--- config.mk ---
export PLATFORM = sky130hd
export DESIGN_NAME = uart_tx_sequencer
export DESIGN_NICKNAME = d
export VERILOG_FILES = /design/src/rtl/uart_tx_sequencer.sv
export SDC_FILE = /design/constraint.sdc
export NUM_CORES = 1
export LEC_CHECK = 0
export CAP_MARGIN = 20
export CORE_ASPECT_RATIO = 0.7
export CORE_MARGIN = 2
export CORE_UTILIZATION = 55
export CTS_CLUSTER_SIZE = 28
export DETAILED_ROUTE_END_ITERATION = 12
export PLACE_DENSITY = 0.74
export SETUP_SLACK_MARGIN = 0.1
export SLEW_MARGIN = 20
export SYNTH_ARGS = -nofsm -noshare
export SYNTH_HDL_FRONTEND = slang
export SYNTH_SLANG_ARGS = --single-unit
--- constraint.sdc ---
create_clock -name clk -period 9.4 [get_ports clk]
set_input_delay 1.88 -clock clk [delete_from_list [all_inputs] [get_ports clk]]
set_output_delay 1.88 -clock clk [all_outputs]
set_load 0.02 [all_outputs]
--- src/rtl/uart_tx_sequencer.sv ---
// -----------------------------------------------------------------------------
// uart_tx_sequencer
//
// Purpose:
//   Generates a run of incrementing data bytes for a UART TX PHY using a
//   tx_start / end_of_byte handshake. A space-style delimiter goes between
//   data bytes in a row. A CR/LF pair ends each row and the run. A
//   programmable millisecond delay goes between a separator and the next
//   data byte.
//
// Optional feature (compile-time macro UART_TX_SEQ_HEX_ASCII_EN):
//   When defined, each data byte goes out as two uppercase ASCII hex
//   characters, upper nibble first, with one handshake per character.
//   When undefined, the raw byte is sent and the extra states do not exist.
//
// Ports:
//   clk           in   system clock, rising edge
//   reset         in   synchronous active-high reset
//   start         in   one-cycle run request, honoured only in IDLE
//   abort         in   terminates a run in progress
//   num_of_bytes  in   data bytes per run (latched on start)
//   row_width     in   data bytes per row, 0 = CR/LF only at end (latched)
//   speed         in   inter-byte delay in units of DELAY_UNIT_MS ms (latched)
//   data_seed     in   value of the first data byte (latched)
//   end_of_byte   in   PHY completion pulse
//   tx_start      out  one-cycle PHY start strobe
//   byte_to_send  out  byte presented to the PHY
//   byte_count    out  data bytes completed in the current/last run
//   busy          out  high whenever not IDLE
//   done          out  one-cycle pulse on normal completion
// -----------------------------------------------------------------------------
`default_nettype none

module uart_tx_sequencer #(
    parameter int unsigned CLK_FREQ      = 100_000_000,
    parameter int unsigned CNT_W         = 16,
    parameter int unsigned DELAY_UNIT_MS = 10,
    parameter logic [7:0]  DELIM         = 8'h20
) (
    input  logic             clk,
    input  logic             reset,
    input  logic             start,
    input  logic             abort,
    input  logic [CNT_W-1:0] num_of_bytes,
    input  logic [CNT_W-1:0] row_width,
    input  logic [7:0]       speed,
    input  logic [7:0]       data_seed,
    input  logic             end_of_byte,
    output logic             tx_start,
    output logic [7:0]       byte_to_send,
    output logic [CNT_W-1:0] byte_count,
    output logic             busy,
    output logic             done
);

    // Clock cycles per millisecond; never allowed to drop below one.
    localparam int unsigned TICK_CYCLES = (CLK_FREQ / 1000 > 0) ? (CLK_FREQ / 1000) : 1;
    localparam int unsigned PRE_W       = (TICK_CYCLES > 1) ? $clog2(TICK_CYCLES) : 1;
    // Wide enough for 255 * DELAY_UNIT_MS.
    localparam int unsigned MS_W        = 8 + $clog2(DELAY_UNIT_MS + 1);
    localparam logic [PRE_W-1:0] PRE_LAST = PRE_W'(TICK_CYCLES - 1);

    localparam logic [7:0] CHAR_CR = 8'h0D;
    localparam logic [7:0] CHAR_LF = 8'h0A;

    localparam logic [3:0] S_IDLE      = 4'd0;
    localparam logic [3:0] S_SEND_DATA = 4'd1;
    localparam logic [3:0] S_WAIT_DATA = 4'd2;
    localparam logic [3:0] S_SEND_SEP  = 4'd3;
    localparam logic [3:0] S_WAIT_SEP  = 4'd4;
    localparam logic [3:0] S_SEND_LF   = 4'd5;
    localparam logic [3:0] S_WAIT_LF   = 4'd6;
    localparam logic [3:0] S_DELAY     = 4'd7;
    localparam logic [3:0] S_FINISH    = 4'd8;
`ifdef UART_TX_SEQ_HEX_ASCII_EN
    localparam logic [3:0] S_SEND_LO   = 4'd9;
    localparam logic [3:0] S_WAIT_LO   = 4'd10;

    // Uppercase ASCII hex digit for one nibble.
    function automatic logic [7:0] hex_char(input logic [3:0] nib);
        logic [7:0] c;
        if (nib < 4'd10) begin
            c = 8'h30 + {4'h0, nib};
        end else begin
            c = 8'h37 + {4'h0, nib};
        end
        return c;
    endfunction
`endif

    // First character sent for a data byte: raw byte or its upper hex digit.
    function automatic logic [7:0] first_char(input logic [7:0] b);
`ifdef UART_TX_SEQ_HEX_ASCII_EN
        return hex_char(b[7:4]);
`else
        return b;
`endif
    endfunction

    logic [3:0]       state_q,        state_d;
    logic [CNT_W-1:0] num_q,          num_d;
    logic [CNT_W-1:0] row_q,          row_d;
    logic [MS_W-1:0]  delay_ms_q,     delay_ms_d;
    logic [7:0]       cur_byte_q,     cur_byte_d;
    logic [CNT_W-1:0] col_q,          col_d;
    logic             sep_cr_q,       sep_cr_d;
    logic [PRE_W-1:0] pre_q,          pre_d;
    logic [MS_W-1:0]  ms_q,           ms_d;
    logic             tx_start_q,     tx_start_d;
    logic [7:0]       byte_to_send_q, byte_to_send_d;
    logic [CNT_W-1:0] byte_count_q,   byte_count_d;
    logic             busy_q,         busy_d;
    logic             done_q,         done_d;

    logic [CNT_W-1:0] cnt_inc_s;
    logic [CNT_W-1:0] col_inc_s;
    logic             row_end_s;
    logic             last_byte_s;
    logic             no_delay_s;

    // Quantities used when a data byte completes; the column counter avoids a
    // divider for the "byte_count mod row_width == 0" row-end test.
    assign cnt_inc_s   = byte_count_q + CNT_W'(1);
    assign col_inc_s   = col_q + CNT_W'(1);
    assign row_end_s   = (row_q != '0) && (col_inc_s == row_q);
    assign last_byte_s = (cnt_inc_s == num_q);
    // A zero delay skips the DELAY state so the next data byte follows the
    // separator's end_of_byte by a single cycle.
    assign no_delay_s  = (delay_ms_q == '0);

    // Next-state, datapath and registered-output computation.
    always_comb begin
        state_d        = state_q;
        num_d          = num_q;
        row_d          = row_q;
        delay_ms_d     = delay_ms_q;
        cur_byte_d     = cur_byte_q;
        col_d          = col_q;
        sep_cr_d       = sep_cr_q;
        pre_d          = pre_q;
        ms_d           = ms_q;
        byte_count_d   = byte_count_q;
        byte_to_send_d = byte_to_send_q;

        if (abort && (state_q != S_IDLE)) begin
            // Abort wins over end_of_byte: everything holds, only state leaves.
            state_d = S_IDLE;
        end else begin
            case (state_q)
                S_IDLE: begin
                    if (start) begin
                        num_d        = num_of_bytes;
                        row_d        = row_width;
                        delay_ms_d   = MS_W'(speed) * MS_W'(DELAY_UNIT_MS);
                        cur_byte_d   = data_seed;
                        col_d        = '0;
                        sep_cr_d     = 1'b0;
                        byte_count_d = '0;
                        state_d      = (num_of_bytes == '0) ? S_FINISH : S_SEND_DATA;
                    end else begin
                        state_d = S_IDLE;
                    end
                end
                S_SEND_DATA: state_d = S_WAIT_DATA;
                S_WAIT_DATA: begin
                    if (end_of_byte) begin
`ifdef UART_TX_SEQ_HEX_ASCII_EN
                        state_d = S_SEND_LO;
`else
                        byte_count_d = cnt_inc_s;
                        cur_byte_d   = cur_byte_q + 8'd1;
                        col_d        = row_end_s ? '0 : col_inc_s;
                        sep_cr_d     = last_byte_s || row_end_s;
                        state_d      = S_SEND_SEP;
`endif
                    end else begin
                        state_d = S_WAIT_DATA;
                    end
                end
`ifdef UART_TX_SEQ_HEX_ASCII_EN
                S_SEND_LO: state_d = S_WAIT_LO;
                S_WAIT_LO: begin
                    if (end_of_byte) begin
                        byte_count_d = cnt_inc_s;
                        cur_byte_d   = cur_byte_q + 8'd1;
                        col_d        = row_end_s ? '0 : col_inc_s;
                        sep_cr_d     = last_byte_s || row_end_s;
                        state_d      = S_SEND_SEP;
                    end else begin
                        state_d = S_WAIT_LO;
                    end
                end
`endif
                S_SEND_SEP: state_d = S_WAIT_SEP;
                S_WAIT_SEP: begin
                    if (end_of_byte) begin
                        if (sep_cr_q) begin
                            state_d = S_SEND_LF;
                        end else begin
                            state_d = no_delay_s ? S_SEND_DATA : S_DELAY;
                        end
                    end else begin
                        state_d = S_WAIT_SEP;
                    end
                end
                S_SEND_LF: state_d = S_WAIT_LF;
                S_WAIT_LF: begin
                    if (end_of_byte) begin
                        if (byte_count_q == num_q) begin
                            state_d = S_FINISH;
                        end else begin
                            state_d = no_delay_s ? S_SEND_DATA : S_DELAY;
                        end
                    end else begin
                        state_d = S_WAIT_LF;
                    end
                end
                S_DELAY: begin
                    // 1 ms prescaler feeding a millisecond counter.
                    if (no_delay_s) begin
                        state_d = S_SEND_DATA;
                    end else if (pre_q == PRE_LAST) begin
                        pre_d = '0;
                        if (ms_q == (delay_ms_q - MS_W'(1))) begin
                            ms_d    = '0;
                            state_d = S_SEND_DATA;
                        end else begin
                            ms_d = ms_q + MS_W'(1);
                        end
                    end else begin
                        pre_d = pre_q + PRE_W'(1);
                    end
                end
                S_FINISH: state_d = S_IDLE;
                default:  state_d = S_IDLE;
            endcase
        end

        // Delay counters run only while in DELAY and restart on every entry.
        pre_d = (state_d == S_DELAY) ? pre_d : '0;
        ms_d  = (state_d == S_DELAY) ? ms_d  : '0;

        // Byte is loaded on entry to a SEND state and then held through WAIT.
        case (state_d)
            S_SEND_DATA: byte_to_send_d = first_char(cur_byte_d);
`ifdef UART_TX_SEQ_HEX_ASCII_EN
            S_SEND_LO:   byte_to_send_d = hex_char(cur_byte_d[3:0]);
`endif
            S_SEND_SEP:  byte_to_send_d = sep_cr_d ? CHAR_CR : DELIM;
            S_SEND_LF:   byte_to_send_d = CHAR_LF;
            default:     byte_to_send_d = byte_to_send_q;
        endcase

        case (state_d)
            S_SEND_DATA,
`ifdef UART_TX_SEQ_HEX_ASCII_EN
            S_SEND_LO,
`endif
            S_SEND_SEP,
            S_SEND_LF:   tx_start_d = 1'b1;
            default:     tx_start_d = 1'b0;
        endcase

        busy_d = (state_d != S_IDLE);
        done_d = (state_d == S_FINISH);
    end

    // State, latched run parameters and registered outputs.
    always_ff @(posedge clk) begin
        if (reset) begin
            state_q        <= S_IDLE;
            num_q          <= '0;
            row_q          <= '0;
            delay_ms_q     <= '0;
            cur_byte_q     <= 8'h00;
            col_q          <= '0;
            sep_cr_q       <= 1'b0;
            pre_q          <= '0;
            ms_q           <= '0;
            tx_start_q     <= 1'b0;
            byte_to_send_q <= 8'h00;
            byte_count_q   <= '0;
            busy_q         <= 1'b0;
            done_q         <= 1'b0;
        end else begin
            state_q        <= state_d;
            num_q          <= num_d;
            row_q          <= row_d;
            delay_ms_q     <= delay_ms_d;
            cur_byte_q     <= cur_byte_d;
            col_q          <= col_d;
            sep_cr_q       <= sep_cr_d;
            pre_q          <= pre_d;
            ms_q           <= ms_d;
            tx_start_q     <= tx_start_d;
            byte_to_send_q <= byte_to_send_d;
            byte_count_q   <= byte_count_d;
            busy_q         <= busy_d;
            done_q         <= done_d;
        end
    end

    // Abort suppresses a strobe or done pulse already registered for this
    // cycle, so an aborted run never starts a new PHY byte or reports done.
    assign tx_start     = tx_start_q && !abort;
    assign done         = done_q && !abort;
    assign byte_to_send = byte_to_send_q;
    assign byte_count   = byte_count_q;
    assign busy         = busy_q;

endmodule

`default_nettype wire

run_1/floorplan.png
Drawn at 3 px/um. Pins as bars on the die edge. Tap cells in gray.
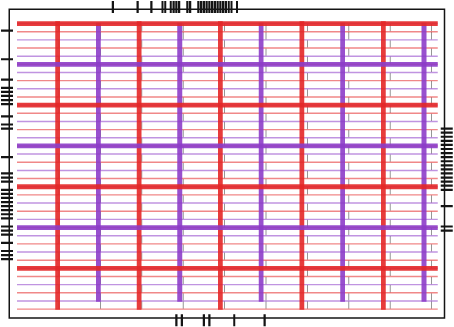
[VSS] red
[VDD] purple
signal pins: 80
met1 rails: 36
met5 straps: 7
met4 straps: 10
peak ir drop on the vdd network: 0.132 mV
Die Span X: 145 um
overall die height: 102 um

run_1/class_map.png
Drawn at 3 px/um. Fill, decap, tap and diode cells in gray.
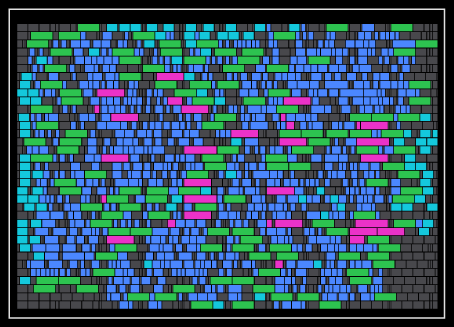
[clock drivers and dummy loads] magenta | cells: 31 | share of their area: 7.0%
[remaining logic cells] blue | cells: 780 | share of their area: 54%
[remaining buffers and delay cells] cyan | cells: 87 | share of their area: 9.6%
[sequential cells] green | cells: 128 | share of their area: 29%
final core occ: 0.676
area of the core: 13400 um^2
Core Rows: 35

run_1/clock_wires.png
Drawn at 2 px/um.
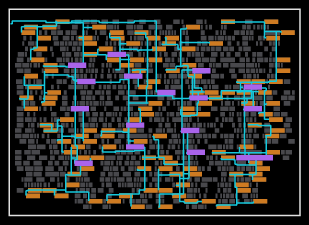
[clock-net drivers] purple | count: 17
[clock wires] cyan | length: 1670 um
[flip-flops] orange | count: 128
routed clock nets: 18
Max Clock Skew: 9.59 ps
Worst-Skew Late Latency: 420 ps

run_1/layers.png
Drawn at 3 px/um.
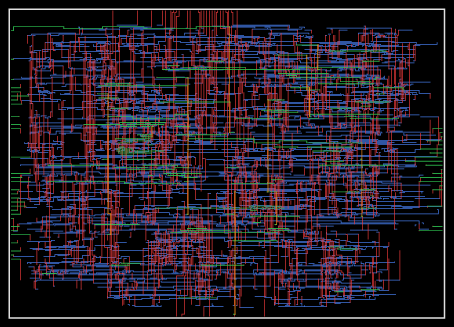
[M1] blue | wire length: 9900 um
[M4] orange | wire length: 268 um
[M2] red | wire length: 7890 um
[M3] green | wire length: 1410 um
average routed wire per standard cell: 16.1 um
overall fraction of global-route tracks in use: 0.274
Routed Wire Length: 19500 um
DR vias: 7101

==> deck_impl_summary.md, run 1 <==
Physical Implementation Snapshot

Run status
  – Status: finished clean

CTS
  – Clock slew at reported path FFs: 60 ps
  – CTS tree: yes
  – Number of hold buffers added after cts: 0
  – CTS max path bufs: 2
  – Number of clock buffers inserted by TritonCTS: 17
  – Number of setup buffers added after CTS: 0
  – Root Buffer: sky130_fd_sc_hd__clkbuf_16
  – Post-CTS Resized: 0
  – Clock sink count: 128
  – Level count of the clock H-tree: 4

GRT
  – Met1 usage in global routing: 0.432
  – Met3 usage in global routing: 0.0408
  – Largest net degree at the start of global routing: 86
  – Antenna violations before repair: 0
  – Global routing's busiest layer: met1
  – Met2 track utilization from global routing: 0.379
  – Congestion Overflow GR: 0
  – Vias in the first global route: 6299
  – First-pass GRT wire length: 32100 um

Synthesis
  – Commonest register cell after synthesis: sky130_fd_sc_hd__dfxtp_1
  – Top logic cell family in the synthesized netlist: simple AND/OR/NAND/NOR gates
  – Number of distinct library cell variants in the gate-level netlist after synthesis: 83
  – Post-synthesis instance area: 7610 um^2
  – Number of instances in the synthesized netlist: 976
  – Compound-Gate Fraction of Synth Area: 0.159
  – Count of instantiated cells in the yosys netlist: 976
  – Fraction of registers with async set/reset: 0
  – Number of nets at floorplan: 1048
  – Synthesized area per cell: 7.80 um^2
  – Arithmetic-cell share of the synthesized area counting full adders, half adders and majority gates: 0.0322
  – Post-synth EDFFs: 0
  – Mux contribution to synthesized area: 0.00559
  – Yosys stat area: 7610 um^2
  – Synthesized-area fraction occupied by xor and xnor cells: 0.115
  – Seq/Total Area, Yosys: 0.337
  – Area fraction in and, or, nand and nor cells: 0.306
  – Number of warning messages in the yosys log: 0

STA
  – Worst slew slack as a fraction of its limit: 0.349
  – Unrepaired setup endpoints after global routing: no
  – Number of endpoints failing setup at the final stage: 0
  – TNS Setup: 0 ps
  – Min Tclk post-route: 5190 ps
  – Cycle use final: 0.553
  – Actual transition at the worst max-transition pin: 974 ps
  – Final Hold Violating Endpoints: 0
  – Pins Over Slew Limit: 0
  – Maximum frequency from static timing analysis: 193 MHz

Floorplanning
  – Ports placed on the boundary: 80
  – Number of well taps: 185
  – Floorplan Utilization: 0.570
  – Die footprint: 14800 um^2

Worst setup path
  – Endpoint arrival time on the critical path: 3310 ps
  – Endpoint class of the critical path: output pin
  – Maximum fanout along the worst path: 9
  – Critical Path Slowest Stage Cell: sky130_fd_sc_hd__clkdlybuf4s50_1
  – End of the worst register-to-register path: ms_q[6]
  – Setup crit end: done
  – Cell depth of the worst setup path: 3
  – Worst reg2reg path depth: 10
  – Peak per-stage delay on the critical path: 620 ps
  – Crit Path Class: primary input to output pin
  – R2R Setup Slk: 5630 ps
  – CP dominant cell by count: sky130_fd_sc_hd__clkdlybuf4s50_1
  – Worst reg2reg startpoint: delay_ms_q[1]
  – Req. time, crit path: 7520 ps
  – Gate family responsible for the most delay along the worst path: buffers and inverters
  – Buffer and inverter count on the worst path: 2
  – Critical Path Source Type: primary input
  – Launch point of the worst path: abort

Layout
  – Combinational Area: 4710 um^2
  – Top Layout Cells: 149 x sky130_fd_sc_hd__nand2_1, 128 x sky130_fd_sc_hd__dfxtp_1, 86 x sky130_fd_sc_hd__nor2_1
  – Area-dominant cell class after layout: logic gates
  – Nonclk buf count: 87
  – Area fraction of clock buffers and clock inverters: 0.0686
  – Clock buf count: 20
  – Fraction of area in registers: 0.284
  – Filler cell count: 1141
  – Sequential cell count of the final layout: 128
  – Proportion of final cell area spent on non-clock buffers: 0.0937
  – Combinational share of cell area: 0.522
  – Non-clk invs: 14
  – Multi-input combinational gate total: 766
  – Number of diodes: 0
  – Top logic cell by instance count in the layout: sky130_fd_sc_hd__nand2_1
  – Total Nets Final: 1086

Route
  – Topmost layer with routed signal wires: met4
  – Post-route met1 wirelength: 9900 um
  – DRC errors left: 0
  – Met2 routed WL: 7890 um
  – 1st-iter DRT viols: 651
  – Number of routed nets with antenna violations: 0
  – First drt pass iteration count: 5
  – Sum of met3 wire segment lengths after detailed routing: 1410 um
  – Routed via count divided by cell count: 5.86

Power
  – Leakage dissipation: 3.20 nW
  – Part of the total power dissipated in sequential elements: 0.380
  – Part of the power in the clock network: 0.432
  – Logic gate share of total power: 0.188
  – Cell-internal power: 1.16 mW
  – Switching portion of total power: 0.280
  – Sequential group power: 0.612 mW
  – Power in the clock group: 0.695 mW
  – Biggest power consumer among the groups: clock
  – Total power per unit cell area: 178 nW/um^2
  – Comb power: 0.302 mW
  – Switching power: 0.451 mW

Min path
  – Class of the worst hold path: flip-flop to flip-flop

Place
  – Detailed Place HPWL: 13700 um
  – Routability-driven placement congestion ratio: 0.944
  – Count of buffers inserted at the top-level ports: 79

Run
  – Tool warnings: 26
  – Number of violations of the max-capacitance limit: 0
-- run 1: stage by stage --
step                setup slack (ps)  instances  total power [mW]  instance area (um^2)  hold slack (ps)
CTS                             4200       1211              1.61                  9020              468
finish                          4210       1211              1.61                  9020              466
global route                    4120       1211              1.68                  9020              490
detailed placement              4210       1180             0.919                  8400              460
global placement                4210       1180             0.913                  8400              457
floorplan                       5150        976             0.823                  7610              449
-- run 1: Yosys cell counts (all sizes together), types with 7 or more instances --
master	count	share of area
nand3	41	0.027
and3	10	0.0082
nand4	32	0.029
buf	27	0.019
nor3b	7	0.0069
xnor2	61	0.070
nor3	46	0.032
nor4	24	0.025
dfxtp	128	0.34
ha	18	0.030
inv	14	0.0069
a21o	8	0.0079
nor2	86	0.042
xor2	39	0.045
or3	11	0.0090
o21ai	25	0.016
clkbuf	41	0.021
a211oi	8	0.0085
a21oi	74	0.049
nor2b	10	0.0082
nand2b	7	0.0058
nand2	149	0.073
-- run 1: worst min-delay path by stage --
| stage | start | endpoint | slack, ps | depth (start not counted) |
|---|---|---|---|---|
| after detailed placement | byte_to_send[6] | byte_to_send[6] | 460 | 1 |
| final | num_q[15] | num_q[15] | 470 | 2 |
| after floorplan | num_q[0] | num_q[0] | 450 | 2 |
| after CTS | num_q[15] | num_q[15] | 470 | 2 |
| after global routing | num_q[4] | num_q[4] | 490 | 2 |
| after global placement | num_q[0] | num_q[0] | 460 | 2 |
-- run 1: state kept, by name (all words and copies together), names as in the netlist --
| register | cells |
|---|---|
| sep_cr_q | 1 |
| done_q | 1 |
| num_q | 16 |
| ms_q | 12 |
| state_q | 4 |
| pre_q | 17 |
| busy | 1 |
| col_q | 16 |
| byte_to_send | 8 |
| delay_ms_q | 11 |
| row_q | 16 |
| tx_start_q | 1 |
| cur_byte_q | 8 |
| byte_count | 16 |
==> run 2, diff against run 1 <==
Clock period 9.4 ns to 5 ns, I/O delays scaled along.
run_2/layers.png
Drawn at 3 px/um.
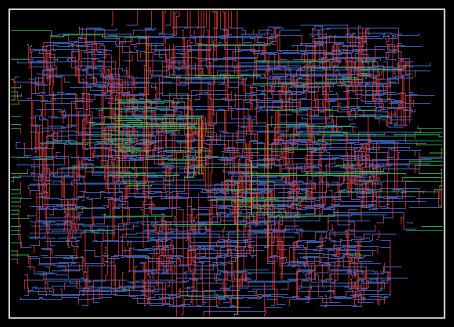
[M2] red | wire length: 7680 um
[M3] green | wire length: 1510 um
[M1] blue | wire length: 9880 um
[M4] orange | wire length: 232 um
Routed Wire Length: 19300 um
DR vias: 7090

run_2/clock_wires.png
Drawn at 2 px/um.
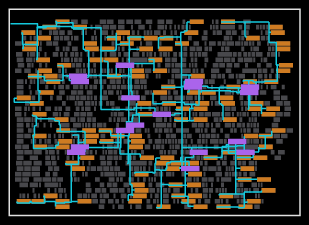
[flip-flops] orange | count: 128
[clock wires] cyan | length: 1610 um
[clock-net drivers] purple | count: 17
flops lie: all over the die
routed clock nets: 18
Worst-Skew Late Latency: 410 ps
power in the clock group: 1.26 mW

==> deck_impl_summary.md, run 2 <==
Physical Implementation Snapshot

CTS
  – Number of hold buffers added after cts: 0 (unchanged)
  – Post-CTS Resized: 0 (unchanged)
  – CTS tree: yes
  – Clock slew at reported path FFs: 60 ps (about the same)
  – Level count of the clock H-tree: 4 (unchanged)
  – Root Buffer: sky130_fd_sc_hd__clkbuf_16
  – Number of setup buffers added after CTS: 0 (unchanged)
  – CTS max path bufs: 2 (unchanged)
  – Number of clock buffers inserted by TritonCTS: 17 (unchanged)
  – Clock sink count: 128 (unchanged)

Layout
  – Max FFs per register: 17 (unchanged)
  – Area delta synth->final: 18.6%
  – Total Nets Final: 1088 (+0.18%)
  – Filler cell count: 1159 (+1.6%)
  – Top Layout Cells: 149 x sky130_fd_sc_hd__nand2_1, 128 x sky130_fd_sc_hd__dfxtp_1, 86 x sky130_fd_sc_hd__nor2_1
  – Total area of sequential cells: 2560 um^2
  – Number of diodes: 0 (unchanged)
  – Final cell count without fillers: 1213 (+0.17%)
  – Fraction of layout cells with a size suffix above 1: 0.0632
  – Final core occ: 0.676 (about the same)
  – Register ranked first by flip-flop count: pre_q
  – Combinational Area: 4710 um^2 (unchanged)
  – Non-Filler Cell Area, Final: 9020 um^2 (about the same)
  – Top logic cell by instance count in the layout: sky130_fd_sc_hd__nand2_1

STA
  – Cycle use final: 0.733
  – Actual transition at the worst max-transition pin: 1030 ps (+58.0 ps)
  – Setup WS post-layout: 1340 ps (-2870 ps)
  – Pins Over Slew Limit: 0 (unchanged)
  – Maximum frequency from static timing analysis: 273 MHz
  – Final Hold Violating Endpoints: 0 (unchanged)
  – Unrepaired setup endpoints after global routing: no
  – Min Tclk post-route: 3660 ps
  – Number of endpoints failing setup at the final stage: 0 (unchanged)
  – Max Clock Skew: 7.98 ps (-1.61 ps)
  – Worst slew slack as a fraction of its limit: 0.310 (-0.0396)
  – Hold slack: 467 ps (+0.715 ps)
  – TNS Setup: 0 ps (unchanged)

GRT
  – Vias in the first global route: 6399 (+1.6%)
  – Overall fraction of global-route tracks in use: 0.274 (about the same)
  – Antenna violations before repair: 0 (unchanged)
  – Congestion Overflow GR: 0 (unchanged)
  – First-pass GRT wire length: 32300 um (+0.75%)
  – Largest net degree at the start of global routing: 70 (-19%)

Synthesis
  – Seq/Total Area, Yosys: 0.337 (unchanged)
  – Mux contribution to synthesized area: 0.00559 (unchanged)
  – Post-synth EDFFs: 0 (unchanged)
  – Arithmetic-cell share of the synthesized area counting full adders, half adders and majority gates: 0.0322 (unchanged)
  – Synthesized-area fraction occupied by xor and xnor cells: 0.115 (unchanged)
  – Commonest cells in the synthesized netlist: 149 x sky130_fd_sc_hd__nand2_1, 128 x sky130_fd_sc_hd__dfxtp_1, 86 x sky130_fd_sc_hd__nor2_1
  – Area leader share: 0.337 (unchanged)
  – Area fraction in and, or, nand and nor cells: 0.306 (unchanged)
  – Top logic cell family in the synthesized netlist: simple AND/OR/NAND/NOR gates
  – Commonest register cell after synthesis: sky130_fd_sc_hd__dfxtp_1
  – Number of register bits inferred by synthesis: 128
  – Number of warning messages in the yosys log: 0 (unchanged)
  – Count of instantiated cells in the yosys netlist: 976 (unchanged)
  – Number of nets at floorplan: 1048 (unchanged)
  – Top cell type by total area after synthesis: sky130_fd_sc_hd__dfxtp_1
  – Number of instances in the synthesized netlist: 976 (unchanged)
  – Fraction of registers with async set/reset: 0 (unchanged)
  – Yosys stat area: 7610 um^2 (unchanged)
  – Post-synthesis instance area: 7610 um^2 (unchanged)
  – Compound-Gate Fraction of Synth Area: 0.159 (unchanged)
  – Top cells by area, synth: sky130_fd_sc_hd__dfxtp_1 34%, sky130_fd_sc_hd__nand2_1 7.3%, sky130_fd_sc_hd__xnor2_1 7.0%
  – Top cell type by instance count after synthesis: sky130_fd_sc_hd__nand2_1
  – Number of distinct library cell variants in the gate-level netlist after synthesis: 83 (unchanged)
  – Synthesized area per cell: 7.80 um^2 (unchanged)

Power
  – Part of the power in the clock network: 0.423 (-0.009)
  – Switching power: 0.842 mW (+87%)
  – Part of the total power dissipated in sequential elements: 0.385 (+0.005)
  – Cell-internal power: 2.14 mW (+85%)
  – Total power per unit cell area: 331 nW/um^2 (+86%)
  – Switching portion of total power: 0.282 (+0.00184)
  – Peak ir drop on the vdd network: 0.249 mV (+88%)
  – Power consumption: 2.99 mW (+86%)
  – Logic gate share of total power: 0.192 (+0.004)
  – Leakage dissipation: 3.19 nW (about the same)

Floorplanning
  – Area of the core: 13400 um^2 (unchanged)
  – Core Rows: 35 (unchanged)
  – Floorplan Utilization: 0.570 (unchanged)
  – Die footprint: 14800 um^2 (unchanged)
  – Overall die height: 102 um (unchanged)
  – Ports placed on the boundary: 80 (unchanged)
  – Die Span X: 145 um (unchanged)

Run status
  – Status: finished clean

Worst setup path
  – Critical Path Slowest Stage Cell: sky130_fd_sc_hd__nand2_1
  – Peak per-stage delay on the critical path: 730 ps (+110 ps)
  – Req. time, crit path: 5250 ps (-2270 ps)
  – Critical Path Source Type: flip-flop
  – Maximum fanout along the worst path: 29 (+20)
  – Endpoint class of the critical path: flip-flop
  – Endpoint arrival time on the critical path: 3910 ps (+600 ps)
  – Crit Path Class: flip-flop to flip-flop
  – Cell chain of the critical path: inv_1 -> ha_1 -> nor3b_1 -> xnor2_1 -> or4_1 -> a2111oi_2 -> a31oi_1 -> o21bai_1 -> nand2_1 -> nor3_1
  – Gate family responsible for the most delay along the worst path: simple AND/OR/NAND/NOR gates
  – Buffer and inverter count on the worst path: 1 (-1)

Place
  – Routability-driven placement congestion ratio: 0.916 (-3.0%)
  – DP Area: 8420 um^2 (+0.18%)
  – Cells after DPL: 1182 (+0.17%)
  – Count of buffers inserted at the top-level ports: 79 (unchanged)
  – Pre-CTS setup slack: 1160 ps (-3050 ps)
  – Detailed Place HPWL: 13800 um (+0.38%)

Run
  – Tool warnings: 26 (unchanged)
  – Number of violations of the max-capacitance limit: 0 (unchanged)

Min path
  – Class of the worst hold path: flip-flop to flip-flop

Route
  – Average routed wire per standard cell: 15.9 um (-1.1%)
  – First drt pass iteration count: 5 (unchanged)
  – 1st-iter DRT viols: 601 (-7.7%)
  – DRC errors left: 0 (unchanged)
  – Routed via count divided by cell count: 5.85 (-0.32%)
  – Number of routed nets with antenna violations: 0 (unchanged)
==> run 2: cell counts after synthesis <==
No cell type changed its count.
==> run 2: final cells by class <==
class                   instances  share of cell area
multi-input cells             766               0.522
repair buffers                 89              0.0954
inverters                      14             0.00582
flip-flops and latches        128               0.284
clock buffers                  21              0.0521
clock inverters                10              0.0150
well taps                     185              0.0256
==> run 2: cell families after synthesis <==
| group | after synthesis |
|---|---|
| XOR/XNOR | 100 |
| buffers and inverters | 82 |
| flip-flops | 128 |
| AND/OR/NAND/NOR | 459 |
| multiplexers | 4 |
| AND-OR/OR-AND | 184 |
| adder cells (fa/ha/maj) | 19 |
==> run 2: routing by layer <==
| layer | part of all wire | wire [um] | GRT usage | up-vias |
|---|---|---|---|---|
| li1 | - | - | - | 3551 |
| met1 | 0.51 | 9880 | 0.424 | 3262 |
| met2 | 0.40 | 7680 | 0.381 | 258 |
| met3 | 0.078 | 1510 | 0.0694 | 19 |
| met4 | 0.012 | 231 | 0.0597 | 0 |
| met5 | 0 | 0 | 0 | - |
==> run 2: path summary, 6_finish.rpt <==
kind	from	endpoint	slack, ps	cells past startpoint
worst max-delay path	delay_ms_q[1]	pre_q[10]	1340	10
worst min-delay path	num_q[6]	num_q[6]	470	2
worst max register to register	delay_ms_q[1]	pre_q[10]	1340	10
worst min register to register	num_q[6]	num_q[6]	470	2
==> run 2: power by group through the flow <==
stage          logic [mW]  registers [mW]  clock network [mW]
2_1_floorplan       0.392            1.15                   0
3_3_place_gp        0.559            1.17                   0
3_5_place_dp        0.564            1.17                   0
4_1_cts             0.570            1.15                1.27
5_1_grt             0.631            1.16                1.33
6_report            0.573            1.15                1.26
==> run 3, diff against run 2 <==
Settings changed: CORE_UTILIZATION 55 to 52, PLACE_DENSITY 0.74 to 0.73.
Clock period 5 ns to 3.15 ns, I/O delays scaled along.
run_3/layers.png
Drawn at 3 px/um.
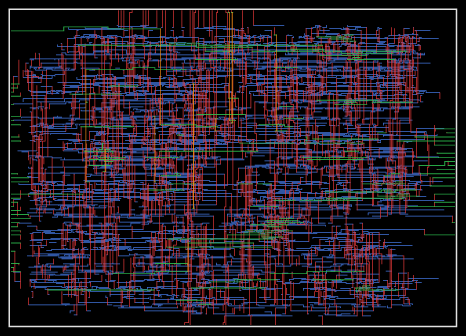
[M2] red | wire length: 8310 um
[M3] green | wire length: 1530 um
[M1] blue | wire length: 10500 um
[M4] orange | wire length: 258 um
Routed Wire Length: 20600 um
average routed wire per standard cell: 16.2 um
DR vias: 7339
overall fraction of global-route tracks in use: 0.266

==> deck_impl_summary.md, run 3 <==
Physical Implementation Snapshot

Power
  – Cell-internal power: 3.52 mW (+64%)
  – Power consumption: 4.90 mW (+64%)
  – Logic gate share of total power: 0.203 (+0.011)
  – Power in the clock group: 2.08 mW (+65%)
  – Leakage dissipation: 3.48 nW (+9.0%)
  – Biggest power consumer among the groups: clock
  – Comb power: 0.993 mW (+73%)
  – Switching power: 1.37 mW (+63%)

Run status
  – Status: finished clean

Run
  – Number of violations of the max-capacitance limit: 0 (unchanged)
  – Tool warnings: 27 (+3.8%)

CTS
  – Worst-Skew Late Latency: 430 ps (+20 ps)
  – Clock slew at reported path FFs: 60 ps (about the same)
  – Number of hold buffers added after cts: 0 (unchanged)
  – CTS tree: yes
  – Clock sink count: 128 (unchanged)
  – Level count of the clock H-tree: 4 (unchanged)
  – Number of clock buffers inserted by TritonCTS: 17 (unchanged)

STA
  – Unrepaired setup endpoints after global routing: yes
  – Number of endpoints failing setup at the final stage: 0 (unchanged)
  – Cycle use final: 0.918 (+0.185)
  – Worst slew slack as a fraction of its limit: 0.344 (+0.0342)
  – Max Clock Skew: 18.7 ps (+10.7 ps)
  – Actual transition at the worst max-transition pin: 981 ps (-51.1 ps)

Synthesis
  – Number of register bits inferred by synthesis: 128 (unchanged)
  – Yosys stat area: 7610 um^2 (unchanged)
  – Fraction of registers with async set/reset: 0 (unchanged)
  – Number of instances in the synthesized netlist: 976 (unchanged)
  – Top cell type by instance count after synthesis: sky130_fd_sc_hd__nand2_1
  – Number of distinct library cell variants in the gate-level netlist after synthesis: 83 (unchanged)
  – Number of warning messages in the yosys log: 0 (unchanged)

Layout
  – Max FFs per register: 17 (unchanged)
  – Combinational Area: 4760 um^2 (+1.0%)
  – Total Nets Final: 1139 (+4.7%)
  – Number of diodes: 0 (unchanged)
  – Top logic cell by instance count in the layout: sky130_fd_sc_hd__nand2_1
  – Filler cell count: 1208 (+4.2%)
  – Fraction of layout cells with a size suffix above 1: 0.116 (+0.0525)
  – Area delta synth->final: 24.8%

Worst setup path
  – Buffer and inverter count on the worst path: 1 (unchanged)
  – Req. time, crit path: 3430 ps (-1820 ps)
  – Peak per-stage delay on the critical path: 560 ps (-170 ps)
  – Endpoint class of the critical path: flip-flop
  – Crit Path Class: flip-flop to flip-flop
  – Endpoint arrival time on the critical path: 3180 ps (-730 ps)
  – Worst reg2reg startpoint: delay_ms_q[2]

Route
  – DRC errors left: 0 (unchanged)
  – Met2 routed WL: 8310 um (+8.3%)
  – Routed via count divided by cell count: 5.78 (-1.1%)
  – Sum of met3 wire segment lengths after detailed routing: 1530 um (+1.5%)
  – First drt pass iteration count: 5 (unchanged)
  – Topmost layer with routed signal wires: met4
  – Number of routed nets with antenna violations: 0 (unchanged)

Min path
  – Min-delay src: num_q[15]
  – Class of the worst hold path: flip-flop to flip-flop

GRT
  – Congestion Overflow GR: 0 (unchanged)
  – Antenna violations before repair: 0 (unchanged)

Place
  – Routability-driven placement congestion ratio: 0.922 (+0.66%)

Floorplanning
  – Die footprint: 15600 um^2 (+5.6%)
  – Die Span X: 149 um (+2.8%)
run_3/class_map.png
Drawn at 3 px/um. Fill, decap, tap and diode cells in gray.
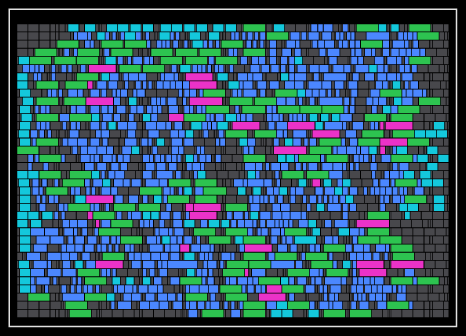
[sequential cells] green | cells: 128 | share of their area: 28%
[remaining buffers and delay cells] cyan | cells: 140 | share of their area: 14%
[clock drivers and dummy loads] magenta | cells: 32 | share of their area: 6.7%
[remaining logic cells] blue | cells: 780 | share of their area: 52%
fraction of area in registers: 0.270
area of the core: 14100 um^2
Non-Filler Cell Area, Final: 9500 um^2
Core Rows: 36
final core occ: 0.674

run 3: through the flow:
stage               instances  hold WS, ps   util  instance area [um^2]  worst slack (ps)
floorplan                 976          449      -                  7610               193
global placement         1235          458  0.624                  8800              39.2
detailed placement       1235          462  0.624                  8800             -29.6
CTS                      1267          470  0.670                  9440               182
global route             1270          497  0.674                  9500              31.3
finish                   1270          469  0.674                  9500               258
run 3: worst paths after layout:
kind                            depth (start not counted)         endpoint
worst min-delay path                                    2        num_q[15]
worst min register to register                          2        num_q[15]
worst max-delay path                                   10  byte_to_send[3]
worst max register to register                         10  byte_to_send[3]
run 3: cells by family (layout without fill, tap and decap cells):
kind of cell,count (synthesis),after routing,share of synthesized area
xor+xnor,100,100,0.115
simple gates,459,459,0.306
compound gates,184,184,0.159
flops,128,128,0.337
buf+inv,82,186,0.0462
fa+ha+maj,19,19,0.0322
mux,4,4,0.00559
run 3: area by class of cell:
| cell class | count | share of cell area |
|---|---|---|
| clock buffers | 22 | 0.0489 |
| inverters | 14 | 0.00553 |
| flip-flops and latches | 128 | 0.270 |
| multi-input cells | 766 | 0.501 |
| well taps | 190 | 0.0250 |
| clock inverters | 10 | 0.0167 |
| repair buffers | 140 | 0.132 |
run 3: timing repair:
| item | CTS | global route |
|---|---|---|
| hold endpoints to repair | 0 | 0 |
| endpoints found under the setup margin | 1 | 19 |
| pin swaps | 0 | 3 |
| buffers inserted | 0 | 3 |
| gates cloned | 0 | 0 |
| gates resized | 2 | 11 |
run 3: layer usage:
layer / track usage / vias to the layer above
met3: 0.0628 / 21
li1: - / 3663
met4: 0.0667 / 0
met2: 0.363 / 269
met5: 0 / -
met1: 0.415 / 3386
Power figures rest on the tool's default switching activity, not on a simulated workload.
